### src/rtl/timer_pwm_slave_if.sv
// Register-bus port between the interconnect (master) and the timer/PWM peripheral (slave).
// Signal names match the original flat ports so the bus wiring is unchanged.
interface timer_pwm_slave_if;
    logic        i_WEnable;
    logic [31:0] i_WAddr;
    logic [31:0] i_WData;
    logic        i_REnable;
    logic [31:0] i_RAddr;
    logic [31:0] o_RData;

    modport master (
        output i_WEnable, i_WAddr, i_WData, i_REnable, i_RAddr,
        input  o_RData
    );

    modport slave (
        input  i_WEnable, i_WAddr, i_WData, i_REnable, i_RAddr,
        output o_RData
    );
endinterface

### src/rtl/timer_pwm_slave.sv
// Timer/PWM peripheral on a 4-register slave port: prescaled up-counter with periodic or
// one-shot mode, compare-driven PWM, sticky overflow interrupt, 1-cycle registered reads.
module timer_pwm_slave #(
    parameter int unsigned CNT_WIDTH = 32,
    parameter int unsigned PRE_WIDTH = 8
) (
    input  logic             i_Clk,
    input  logic             i_Rst,
    timer_pwm_slave_if.slave bus,
    output logic             o_Irq,
    output logic             o_Pwm
);

    typedef enum logic [1:0] {
        REG_CTRL    = 2'd0,
        REG_PERIOD  = 2'd1,
        REG_COMPARE = 2'd2,
        REG_COUNT   = 2'd3
    } reg_idx_e;

    logic                 en_q, en_d;
    logic                 mode_q, mode_d;
    logic                 irq_en_q, irq_en_d;
    logic                 ovf_q, ovf_d;
    logic [PRE_WIDTH-1:0] pre_q, pre_d;
    logic [PRE_WIDTH-1:0] p_q, p_d;
    logic [CNT_WIDTH-1:0] period_q, period_d;
    logic [CNT_WIDTH-1:0] compare_q, compare_d;
    logic [CNT_WIDTH-1:0] count_q, count_d;
    logic [31:0]          rdata_q, rdata_d;

    reg_idx_e    widx, ridx;
    logic        wr_ctrl, wr_period, wr_compare, wr_count;
    logic        tick, wrap;
    logic [31:0] rd_val;
    logic        unused_addr_bits;

    assign widx       = reg_idx_e'(bus.i_WAddr[1:0]);
    assign ridx       = reg_idx_e'(bus.i_RAddr[1:0]);
    assign wr_ctrl    = bus.i_WEnable && (widx == REG_CTRL);
    assign wr_period  = bus.i_WEnable && (widx == REG_PERIOD);
    assign wr_compare = bus.i_WEnable && (widx == REG_COMPARE);
    assign wr_count   = bus.i_WEnable && (widx == REG_COUNT);

    assign unused_addr_bits = ^{bus.i_WAddr[31:2], bus.i_RAddr[31:2]};

    assign tick = en_q && (p_q == pre_q);
    assign wrap = tick && (count_q == period_q);

    // Hardware counting is resolved first; bus writes then override field by field.
    always_comb begin
        en_d      = en_q;
        mode_d    = mode_q;
        irq_en_d  = irq_en_q;
        ovf_d     = ovf_q | wrap;
        pre_d     = pre_q;
        p_d       = p_q;
        period_d  = period_q;
        compare_d = compare_q;
        count_d   = count_q;

        if (en_q) begin
            p_d = tick ? '0 : p_q + 1'b1;
        end
        if (tick) begin
            count_d = wrap ? '0 : count_q + 1'b1;
        end
        if (wrap && mode_q) begin
            en_d = 1'b0;
        end

        if (wr_ctrl) begin
            en_d     = bus.i_WData[0];
            mode_d   = bus.i_WData[1];
            irq_en_d = bus.i_WData[2];
            pre_d    = bus.i_WData[8 +: PRE_WIDTH];
            if (bus.i_WData[4] && !wrap) begin
                ovf_d = 1'b0;
            end
            // Keep P inside the new range so a shrunken PRESCALE never waits for P to wrap.
            if (p_d > pre_d) begin
                p_d = '0;
            end
        end
        if (wr_period) begin
            period_d = bus.i_WData[CNT_WIDTH-1:0];
        end
        if (wr_compare) begin
            compare_d = bus.i_WData[CNT_WIDTH-1:0];
        end
        if (wr_count) begin
            count_d = bus.i_WData[CNT_WIDTH-1:0];
            p_d     = '0;
        end
    end

    always_comb begin
        rd_val = '0;
        case (ridx)
            REG_CTRL: begin
                rd_val[0]              = en_q;
                rd_val[1]              = mode_q;
                rd_val[2]              = irq_en_q;
                rd_val[4]              = ovf_q;
                rd_val[8 +: PRE_WIDTH] = pre_q;
            end
            REG_PERIOD:  rd_val[CNT_WIDTH-1:0] = period_q;
            REG_COMPARE: rd_val[CNT_WIDTH-1:0] = compare_q;
            REG_COUNT:   rd_val[CNT_WIDTH-1:0] = count_q;
            default:     rd_val = '0;
        endcase
        rdata_d = bus.i_REnable ? rd_val : rdata_q;
    end

    always_ff @(posedge i_Clk) begin
        if (i_Rst) begin
            en_q      <= 1'b0;
            mode_q    <= 1'b0;
            irq_en_q  <= 1'b0;
            ovf_q     <= 1'b0;
            pre_q     <= '0;
            p_q       <= '0;
            period_q  <= '0;
            compare_q <= '0;
            count_q   <= '0;
            rdata_q   <= '0;
        end else begin
            en_q      <= en_d;
            mode_q    <= mode_d;
            irq_en_q  <= irq_en_d;
            ovf_q     <= ovf_d;
            pre_q     <= pre_d;
            p_q       <= p_d;
            period_q  <= period_d;
            compare_q <= compare_d;
            count_q   <= count_d;
            rdata_q   <= rdata_d;
        end
    end

    assign bus.o_RData = rdata_q;
    assign o_Irq       = ovf_q & irq_en_q;
    assign o_Pwm       = en_q & (count_q < compare_q);

endmodule
### src/flat_wrapper.sv
// flat-port wrapper written by rule: the top's interface ports become plain ports
module timer_pwm_slave_flat 
#(
    parameter int unsigned CNT_WIDTH = 32,
    parameter int unsigned PRE_WIDTH = 8
)
  (i_Clk, i_Rst, o_Irq, o_Pwm, bus_i_WEnable, bus_i_WAddr, bus_i_WData, bus_i_REnable, bus_i_RAddr, bus_o_RData);
  timer_pwm_slave_if bus_i ();
  input  logic i_Clk;
  input  logic i_Rst;
  output logic o_Irq;
  output logic o_Pwm;
  input wire logic [$bits(bus_i.i_WEnable)-1:0] bus_i_WEnable;
  input wire logic [$bits(bus_i.i_WAddr)-1:0] bus_i_WAddr;
  input wire logic [$bits(bus_i.i_WData)-1:0] bus_i_WData;
  input wire logic [$bits(bus_i.i_REnable)-1:0] bus_i_REnable;
  input wire logic [$bits(bus_i.i_RAddr)-1:0] bus_i_RAddr;
  output wire logic [$bits(bus_i.o_RData)-1:0] bus_o_RData;
  assign bus_i.i_WEnable = bus_i_WEnable;
  assign bus_i.i_WAddr = bus_i_WAddr;
  assign bus_i.i_WData = bus_i_WData;
  assign bus_i.i_REnable = bus_i_REnable;
  assign bus_i.i_RAddr = bus_i_RAddr;
  assign bus_o_RData = bus_i.o_RData;
  timer_pwm_slave #(.CNT_WIDTH(CNT_WIDTH), .PRE_WIDTH(PRE_WIDTH)) u_core (.i_Clk(i_Clk), .i_Rst(i_Rst), .bus(bus_i), .o_Irq(o_Irq), .o_Pwm(o_Pwm));
endmodule
### config.mk
export PLATFORM = sky130hd
export DESIGN_NAME = timer_pwm_slave_flat
export DESIGN_NICKNAME = d
export VERILOG_FILES = /design/src/rtl/timer_pwm_slave_if.sv /design/src/rtl/timer_pwm_slave.sv /design/src/flat_wrapper.sv
export SDC_FILE = /design/constraint.sdc
export NUM_CORES = 1
export LEC_CHECK = 0
export CAP_MARGIN = 20
export CORE_MARGIN = 1
export CORE_UTILIZATION = 30
export CTS_BUF_LIST = sky130_fd_sc_hd__clkbuf_8
export CTS_CLUSTER_DIAMETER = 200
export DETAILED_ROUTE_END_ITERATION = 10
export HOLD_SLACK_MARGIN = 0.1
export PLACE_DENSITY = 0.57
export SLEW_MARGIN = 20
export SYNTH_ARGS = -nofsm -noshare
export SYNTH_HDL_FRONTEND = slang
export SYNTH_SLANG_ARGS = --single-unit
### constraint.sdc
create_clock -name i_Clk -period 2.9 [get_ports i_Clk]
set_clock_uncertainty 0.1 [all_clocks]
set_input_delay 0.29 -clock i_Clk [delete_from_list [all_inputs] [get_ports i_Clk]]
set_output_delay 0.29 -clock i_Clk [all_outputs]
set_load 0.1 [all_outputs]
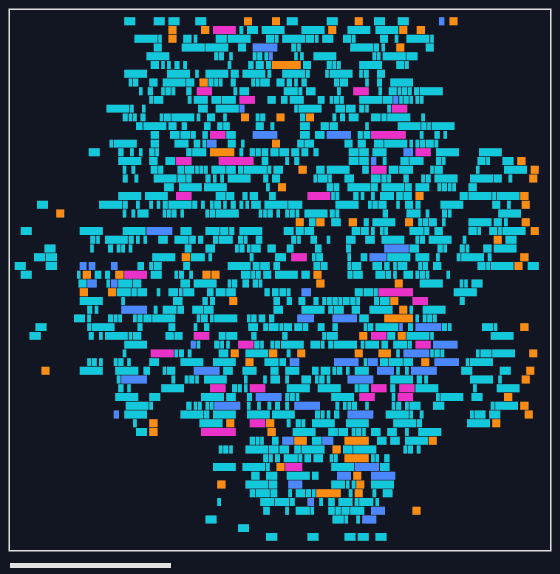
Run 1: drive-strength map
Bar = 50 um.
_6 and larger: shown in magenta, cells 31, share 2.8%. _0 and _1 cells: shown in cyan, cells 948, share 85%. _2 cells: shown in blue, cells 50, share 4.5%. _3 and _4 cells: shown in orange, cells 85, share 7.6%.

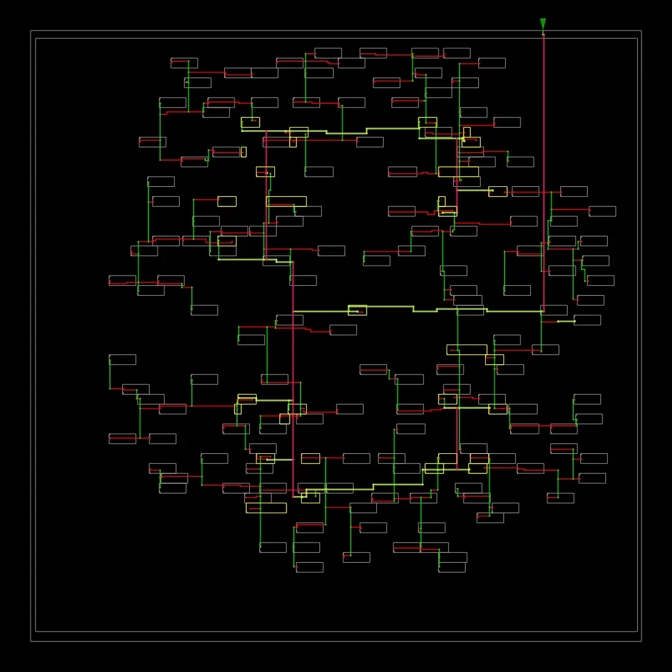
Run 1: clock nets
number of clock sinks: 148
clock network power: 0.00186 W
Clock Buffer Count: 22
Flops: 148

==> run summary, run 1 <==
crit-path max cell delay - 0.36 ns
number of vias in the routed layout - 7,649
worst r2r dst - u_core.p_q[3]
met3 routed wirelength - 1676 um
hold depth - 2
fraction of registers with async set or reset after synthesis - 0%
largest family of logic cells by area - simple AND/OR/NAND/NOR gates
First DRT Iteration DRCs - 592
die height - 168.1 um
met3 Resource Use GR - 4.513%
filler cell count - 2,800
IO Count - 134
horizontal die dimension - 168.1 um
number of nets in the layout - 1,242
endpoints failing hold - 0
Critical Path Sink - o_Pwm
number of warnings in the stage logs - 91
most instantiated library cell after synthesis - sky130_fd_sc_hd__nand2_1
number of enable-type register cells in the synthesized netlist - 0
Critical Path Start - u_core.compare_q[18]
1st-pass router iterations - 5
count of maximum capacitance violations - 0
post-synthesis share of cell area spent on full adders, half adders and majority gates - 6.201%
result of the run - complete, no violations
area used by sequential logic in the layout - 2975 um2
Row Count - 60
Placed Cells - 1,414
post-synthesis compound-gate area fraction - 18.01%
Top FF cell, synth - sky130_fd_sc_hd__dfxtp_1
Worst EP required - 2.51 ns
TritonCTS clock tree - done
fraction of synthesized area in multiplexers - 5.324%
met2 routed wirelength - 11,710 um
start of the worst register-to-register path - u_core.p_q[1]
fraction of the mapped netlist area in simple logic gates - 21.84%
number of cell instances on the worst register-to-register path - 11
Worst setup SP type - register
peak-usage layer in the global routing report - met2
Wirelength per Cell - 17.93 um
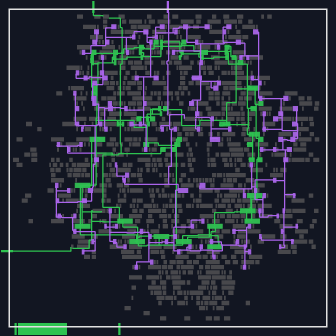
Run 1: wires at chosen ports, followed through buffers
`i_Rst`: shown in purple, bits 1, direction input, end cells 134, buffers 2, wire 1,460 um. `bus_i_RAddr`: shown in green, bits 32, direction input, end cells 73, buffers 5, wire 1,320 um.

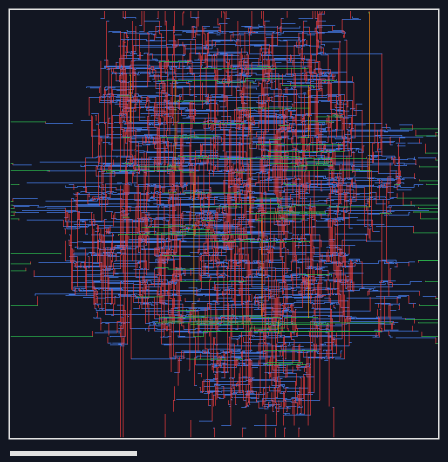
Run 1: signal wires by layer
Bar = 50 um.
metal 1: shown in blue, wire length 12,400 um. metal 2: shown in red, wire length 11,700 um. metal 4: shown in orange, wire length 326 um. metal 3: shown in green, wire length 1,680 um.

## run 1: timing repair
item,4_1_cts,5_1_grt
resized,10,27
setup buffers,2,7
pin swaps,4,10
gates cloned,0,0
hold buffers,0,0
hold endpoints to repair,0,0
setup endpoints to repair,1,9
## run 1: where the power goes
part	internal (W)	switching (W)	leakage, nW	total, W
combinational	0.000324	0.000563	2.19	0.000887
clock	0.00104	0.000818	0.236	0.00186
sequential	0.00211	0.0000763	1.21	0.00218
total	0.00348	0.00146	3.63	0.00493
## run 1: cell type report
type                            count  area share (%)
Timing Repair Buffer              119           10.35
Clock inverter                     10           1.512
Inverter                           41           1.537
Tap cell                          341           4.261
Clock buffer                       22           3.024
Multi-Input combinational cell    774           49.61
Sequential cell                   148           29.71
## Run 2: what changed since run 1
--- a/config.mk
+++ b/config.mk
@@ -12,7 +12,7 @@
 export CTS_CLUSTER_DIAMETER = 200
 export DETAILED_ROUTE_END_ITERATION = 10
 export HOLD_SLACK_MARGIN = 0.1
-export PLACE_DENSITY = 0.57
+export PLACE_DENSITY_LB_ADDON = 0.1
 export SLEW_MARGIN = 20
 export SYNTH_ARGS = -nofsm -noshare
 export SYNTH_HDL_FRONTEND = slang
==> run 2 against run 1 <==
Utilization shrank 0.13 points. Largest power group unchanged. The flow now finishes with violations (negative setup slack). Clock power down 7%. Setup slack got worse by 0.093 ns. Register-to-register slack improved by 0.05 ns. Critical path depth unchanged. Via count down 1.1%. Clock-buffer cell count decreased by 4. Hold slack improved by 0.025 ns. Sequential cell count stayed put. Sequential power barely moved. Area after synthesis is the same. Combinational power rose by 1%.
==> run summary, run 2 <==
result of the run - finished, violations left (was complete, no violations)
violated checks - negative setup slack
count of maximum capacitance violations - 0 (unchanged)
Placed Cells - 1,426 (was 1,414)
post-route non-filler standard cell count - 1,461 (was 1,455)
cell with the largest stage delay on the worst path - sky130_fd_sc_hd__nor4_4 (unchanged)
met3 Resource Use GR - 3.173% (was 4.513%)
instance count of the mapped netlist - 1,044 (unchanged)
start of the worst register-to-register path - u_core.p_q[1] (unchanged)
endpoints failing hold - 0 (unchanged)
Post-Route Hold Slack - 0.1626 ns (was 0.1375 ns)
met1 layer usage reported by global route - 29.33% (was 25.96%)
library cell occupying the most area in the post-synthesis netlist - sky130_fd_sc_hd__dfxtp_1 (unchanged)
beginning of the worst hold path - i_Rst (unchanged)
Max Fanout on Critical Path - 3 (unchanged)
proportion of netlist area held by the largest area contributor - 35.81% (unchanged)
fraction of registers with async set or reset after synthesis - 0% (unchanged)
number of clock sinks - 148 (unchanged)
filler cell count - 2,848 (was 2,800)
main area contributors after synthesis - sky130_fd_sc_hd__dfxtp_1 (36%), sky130_fd_sc_hd__nand2_1 (9.6%), sky130_fd_sc_hd__ha_1 (6.2%) (unchanged)
post-synthesis compound-gate area fraction - 18.01% (unchanged)
Place WS - -0.008678 ns (was 0.06130 ns)
horizontal die dimension - 168.1 um (unchanged)
Critical Path Sink - o_Pwm (unchanged)
IO Count - 134 (unchanged)
met2 routed wirelength - 12,120 um (was 11,710 um)
largest family of logic cells by area - simple AND/OR/NAND/NOR gates (unchanged)
number of enable-type register cells in the synthesized netlist - 0 (unchanged)
Row Count - 60 (unchanged)
worst r2r dst - u_core.p_q[6] (was u_core.p_q[3])
most instantiated library cell after synthesis - sky130_fd_sc_hd__nand2_1 (unchanged)
Top FF cell, synth - sky130_fd_sc_hd__dfxtp_1 (unchanged)
met3 routed wirelength - 1290 um (was 1676 um)
number of vias in the routed layout - 7,563 (was 7,649)
number of warnings in the stage logs - 89 (was 91)
smallest setup slack after layout - -0.05700 ns (was 0.03597 ns)
Critical Path Start - u_core.compare_q[15] (was u_core.compare_q[18])
TritonCTS clock tree - done (unchanged)
number of cell instances on the worst register-to-register path - 11 (unchanged)
area used by sequential logic in the layout - 2972 um2 (was 2975 um2)
Wirelength per Cell - 18.97 um (was 17.93 um)
DRC - 0 (unchanged)
Worst setup SP type - register (unchanged)
1st-pass router iterations - 5 (unchanged)
fraction of synthesized area in multiplexers - 5.324% (unchanged)
buffering stage count on the worst path with inverters included - 2 (unchanged)
power density over the cells - 482.3 nW/um2 (was 492.7 nW/um2)
hold depth - 2 (unchanged)
Final Max Slew Viols - 0 (unchanged)
First DRT Iteration DRCs - 518 (was 592)
post-cts hold-fix buffer tally - 0 (unchanged)
Worst EP required - 2.51 ns (about the same)
die height - 168.1 um (unchanged)
antenna diode count - 0 (unchanged)
clock slew seen by the registers of the worst setup and hold paths - 0.09 ns (was 0.08 ns)
floorplan net count - 1,185 (unchanged)
total setup violations reported at the end of the flow - 1 (was 0)
peak-usage layer in the global routing report - met2 (unchanged)
number of nets in the layout - 1,248 (was 1,242)
final instance area - 9977 um2 (was 10,010 um2)
fraction of the mapped netlist area in simple logic gates - 21.84% (unchanged)
crit-path max cell delay - 0.39 ns (was 0.36 ns)
post-synthesis share of cell area spent on full adders, half adders and majority gates - 6.201% (unchanged)
==> run 2: final cells by class <==
class	count	share of cell area (%)
multi-input cells	774	49.70
flip-flops and latches	148	29.78
repair buffers	125	10.58
well taps	341	4.276
clock buffers	18	2.483
clock inverters	14	1.630
inverters	41	1.543
==> run 2: power breakdown <==
| group | switching [W] | leakage (nW) | total, W | internal [W] |
|---|---|---|---|---|
| sequential | 0.0000742 | 1.21 | 0.00218 | 0.00211 |
| combinational | 0.000575 | 2.20 | 0.000898 | 0.000323 |
| clock | 0.000864 | 0.211 | 0.00173 | 0.000869 |
| total | 0.00151 | 3.62 | 0.00481 | 0.00330 |
==> run 2: repair_timing <==
item	CTS	global route
setup endpoints to repair	8	9
pin swaps	6	7
setup buffers	2	1
endpoints found under the hold margin	0	0
resized	15	16
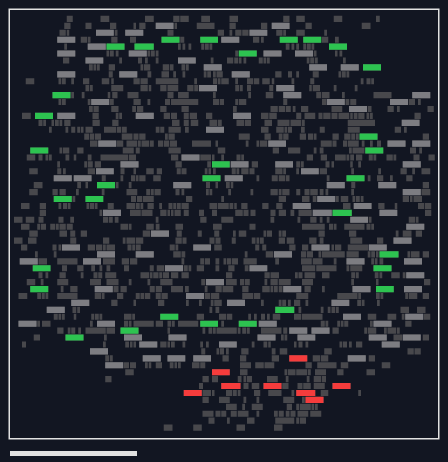
Run 2: where the registers sit
Bar = 50 um. Other sequential cells in the stronger grey, the rest of the logic in the fainter grey.
`u_core.p_q`: shown in red, sequential cells 8. `u_core.compare_q`: shown in green, sequential cells 32, where all over the die.
Another 108 sequential cells are not coloured.

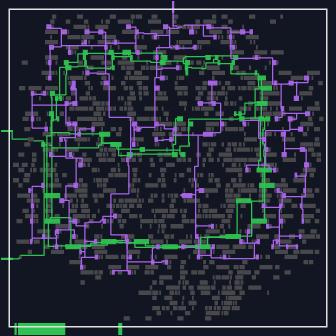
Run 2: wires at chosen ports, followed through buffers
`i_Rst`: shown in purple, bits 1, direction input, end cells 134, buffers 4, wire 1,520 um. `bus_i_RAddr`: shown in green, bits 32, direction input, end cells 73, buffers 4, wire 1,250 um.

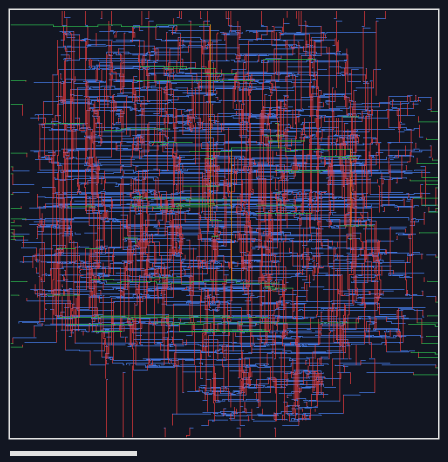
Run 2: signal wires by layer
Bar = 50 um.
metal 4: shown in orange, wire length 172 um. metal 1: shown in blue, wire length 14,100 um. metal 2: shown in red, wire length 12,100 um. metal 3: shown in green, wire length 1,290 um.

## Run 3: what changed since run 2
--- a/config.mk
+++ b/config.mk
@@ -6,9 +6,8 @@
 export NUM_CORES = 1
 export LEC_CHECK = 0
 export CAP_MARGIN = 20
-export CORE_MARGIN = 1
 export CORE_UTILIZATION = 30
-export CTS_BUF_LIST = sky130_fd_sc_hd__clkbuf_8
+export CTS_BUF_LIST = sky130_fd_sc_hd__clkbuf_4 sky130_fd_sc_hd__clkbuf_8
 export CTS_CLUSTER_DIAMETER = 200
 export DETAILED_ROUTE_END_ITERATION = 10
 export HOLD_SLACK_MARGIN = 0.1
==> run 3 against run 2 <==
The flow still finishes with violations (negative setup slack). Fmax barely moved. Global-route usage unchanged. Sequential share of layout area about the same. Die area stayed put. Combinational power is essentially flat. Setup slack improved by 0.00058 ns. Cell area about the same. Hold slack worse by 0.0067 ns. Largest cell class unchanged.
==> run summary, run 3 <==
Top FF cell, synth - sky130_fd_sc_hd__dfxtp_1 (unchanged)
start of the worst register-to-register path - u_core.p_q[1] (unchanged)
group drawing the most power - sequential cells (unchanged)
switching portion of total power - 31.26% (was 31.43%)
First DRT Iteration DRCs - 493 (was 518)
main area contributors after synthesis - sky130_fd_sc_hd__dfxtp_1 (36%), sky130_fd_sc_hd__nand2_1 (9.6%), sky130_fd_sc_hd__ha_1 (6.2%) (unchanged)
post-route non-filler standard cell count - 1,461 (unchanged)
total of cells resized after clock tree synthesis - 15 (unchanged)
peak-usage layer in the global routing report - met2 (unchanged)
largest family of logic cells by area - simple AND/OR/NAND/NOR gates (unchanged)
Wirelength per Cell - 18.92 um (was 18.97 um)
clock slew seen by the registers of the worst setup and hold paths - 0.09 ns (about the same)
instance count of the mapped netlist - 1,044 (unchanged)
combinational fraction of design power - 18.5% (was 18.7%)
met3 routed wirelength - 1440 um (was 1290 um)
number of vias in the routed layout - 7,589 (was 7,563)
met2 layer usage reported by global route - 30.38% (unchanged)
floorplan net count - 1,185 (unchanged)
filler cell count - 2,851 (was 2,848)
number of nets in the layout - 1,248 (unchanged)
worst r2r dst - u_core.p_q[6] (unchanged)
Total Wirelength - 27,640 um (was 27,710 um)
post-cts hold-fix buffer tally - 0 (unchanged)
met2 routed wirelength - 12,070 um (was 12,120 um)
DRC - 0 (unchanged)
number of clock sinks - 148 (unchanged)
most instantiated library cell after synthesis - sky130_fd_sc_hd__nand2_1 (unchanged)
power density over the cells - 484.5 nW/um2 (was 482.3 nW/um2)
endpoints failing hold - 0 (unchanged)
antenna diode count - 0 (unchanged)
smallest setup slack after layout - -0.05642 ns (was -0.05700 ns)
fraction of synthesized cell area in xor and xnor cells - 6.987% (unchanged)
Final Max Slew Viols - 0 (unchanged)
violated checks - negative setup slack (unchanged)
horizontal die dimension - 168.1 um (unchanged)
cell-internal power - 0.003325 W (was 0.003299 W)
Row Count - 60 (unchanged)
number of cell instances on the worst register-to-register path - 11 (unchanged)
fraction of synthesized area in multiplexers - 5.324% (unchanged)
H-tree depth reported by CTS - 4 (unchanged)
met1 layer usage reported by global route - 29.33% (unchanged)
remaining antenna violation count after routing - 0 (unchanged)
Placed Cells - 1,426 (unchanged)
result of the run - finished, violations left (unchanged)
IO Count - 134 (unchanged)
Worst EP required - 2.51 ns (about the same)
Chip Area - 28,240 um2 (unchanged)
Post-Route Hold Slack - 0.1559 ns (was 0.1626 ns)
1st-pass router iterations - 5 (unchanged)
net switching power - 0.001512 W (was 0.001513 W)
Worst setup SP type - register (unchanged)
fraction of the mapped netlist area in simple logic gates - 21.84% (unchanged)
buffering stage count on the worst path with inverters included - 2 (unchanged)
fraction of registers with async set or reset after synthesis - 0% (unchanged)
post-synthesis share of cell area spent on full adders, half adders and majority gates - 6.201% (unchanged)
vias in the first global route - 7,120 (unchanged)
Max Fanout on Critical Path - 3 (unchanged)
TritonCTS clock tree - done (unchanged)
number of warnings in the stage logs - 89 (unchanged)
total setup violations reported at the end of the flow - 1 (unchanged)
clock share of power - 36.4% (was 36.0%)
post-CTS setup repair buffer count - 2 (unchanged)
hold depth - 2 (unchanged)
Critical Path Start - u_core.compare_q[15] (unchanged)
number of enable-type register cells in the synthesized netlist - 0 (unchanged)
proportion of netlist area held by the largest area contributor - 35.81% (unchanged)
die height - 168.1 um (unchanged)
area of the core - 27,030 um2 (unchanged)
count of maximum capacitance violations - 0 (unchanged)
beginning of the worst hold path - i_Rst (unchanged)
cell with the largest stage delay on the worst path - sky130_fd_sc_hd__nor4_4 (unchanged)
Combinational Power - 0.000897 W (was 0.000898 W)
met3 Resource Use GR - 3.173% (unchanged)
crit-path max cell delay - 0.39 ns (about the same)
Critical Path Sink - o_Pwm (unchanged)
## run 3: cell counts after synthesis
No cell type changed its count.
## run 3: per-stage QoR
step | cell area, um2 | setup slack (ns) | total power (W)
floorplan | 8289 | -0.03354 | 0.002774
global placement | 9418 | -0.02572 | 0.003108
detailed placement | 9418 | -0.008678 | 0.003107
CTS | 9911 | -0.1087 | 0.004888
global route | 9985 | -0.1760 | 0.005053
finish | 9985 | -0.05642 | 0.004837
## run 3: cell type report
type	count	area (um2)	area share, %
Clock buffer	20	262.8	2.632
Clock inverter	12	155.1	1.554
Inverter	41	153.9	1.541
Multi-Input combinational cell	774	4959	49.66
Sequential cell	148	2972	29.76
Tap cell	341	426.7	4.273
Timing Repair Buffer	125	1056	10.58
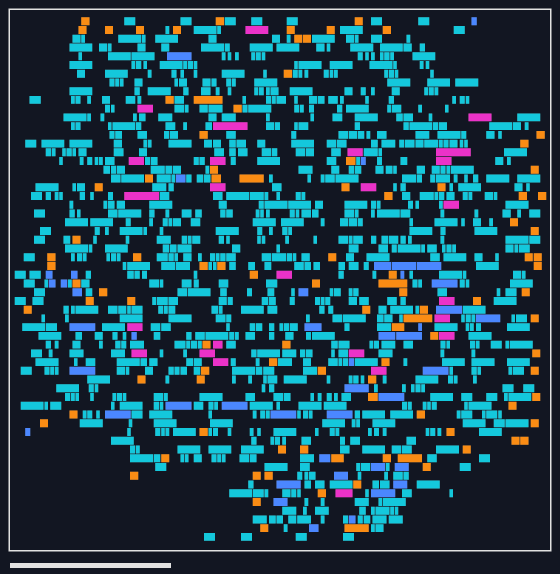
Run 3: drive-strength map
Bar = 50 um.
_0 and _1 cells: shown in cyan, cells 952, share 85%. _2 cells: shown in blue, cells 44, share 3.9%. _6 and larger: shown in magenta, cells 25, share 2.2%. _3 and _4 cells: shown in orange, cells 99, share 8.8%.

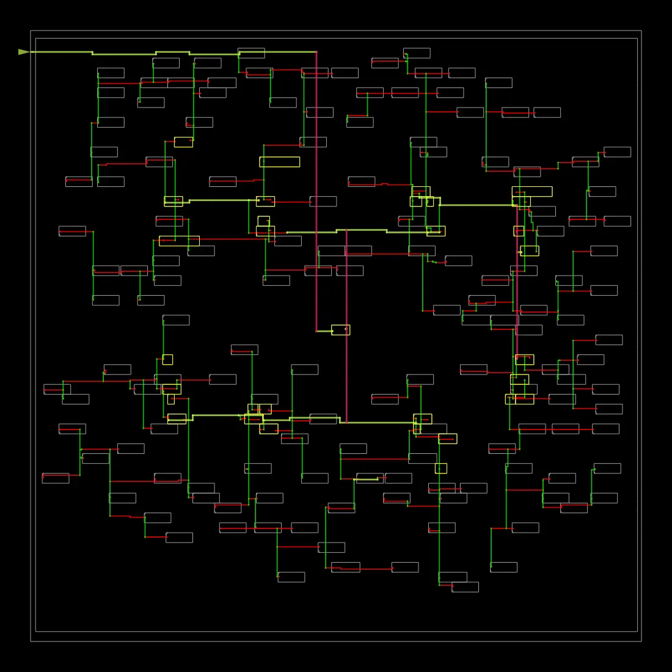
Run 3: clock nets
number of buffers created by CTS: 17
clock latency of the later-clocked register in the worst-skew pair: 0.46 ns
clock network power: 0.00176 W
Clock Buffer Count: 20

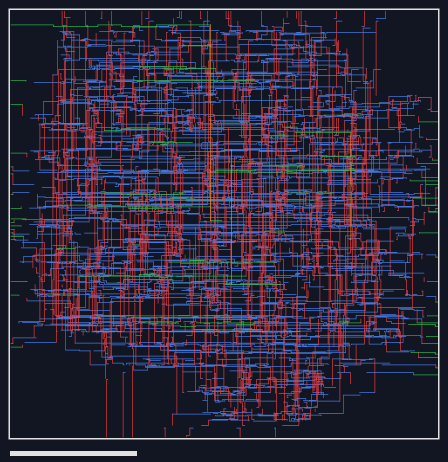
Run 3: signal wires by layer
Bar = 50 um.
metal 1: shown in blue, wire length 14,000 um. metal 3: shown in green, wire length 1,440 um. metal 4: shown in orange, wire length 172 um. metal 2: shown in red, wire length 12,100 um.

Power and IR drop assume default switching activity.
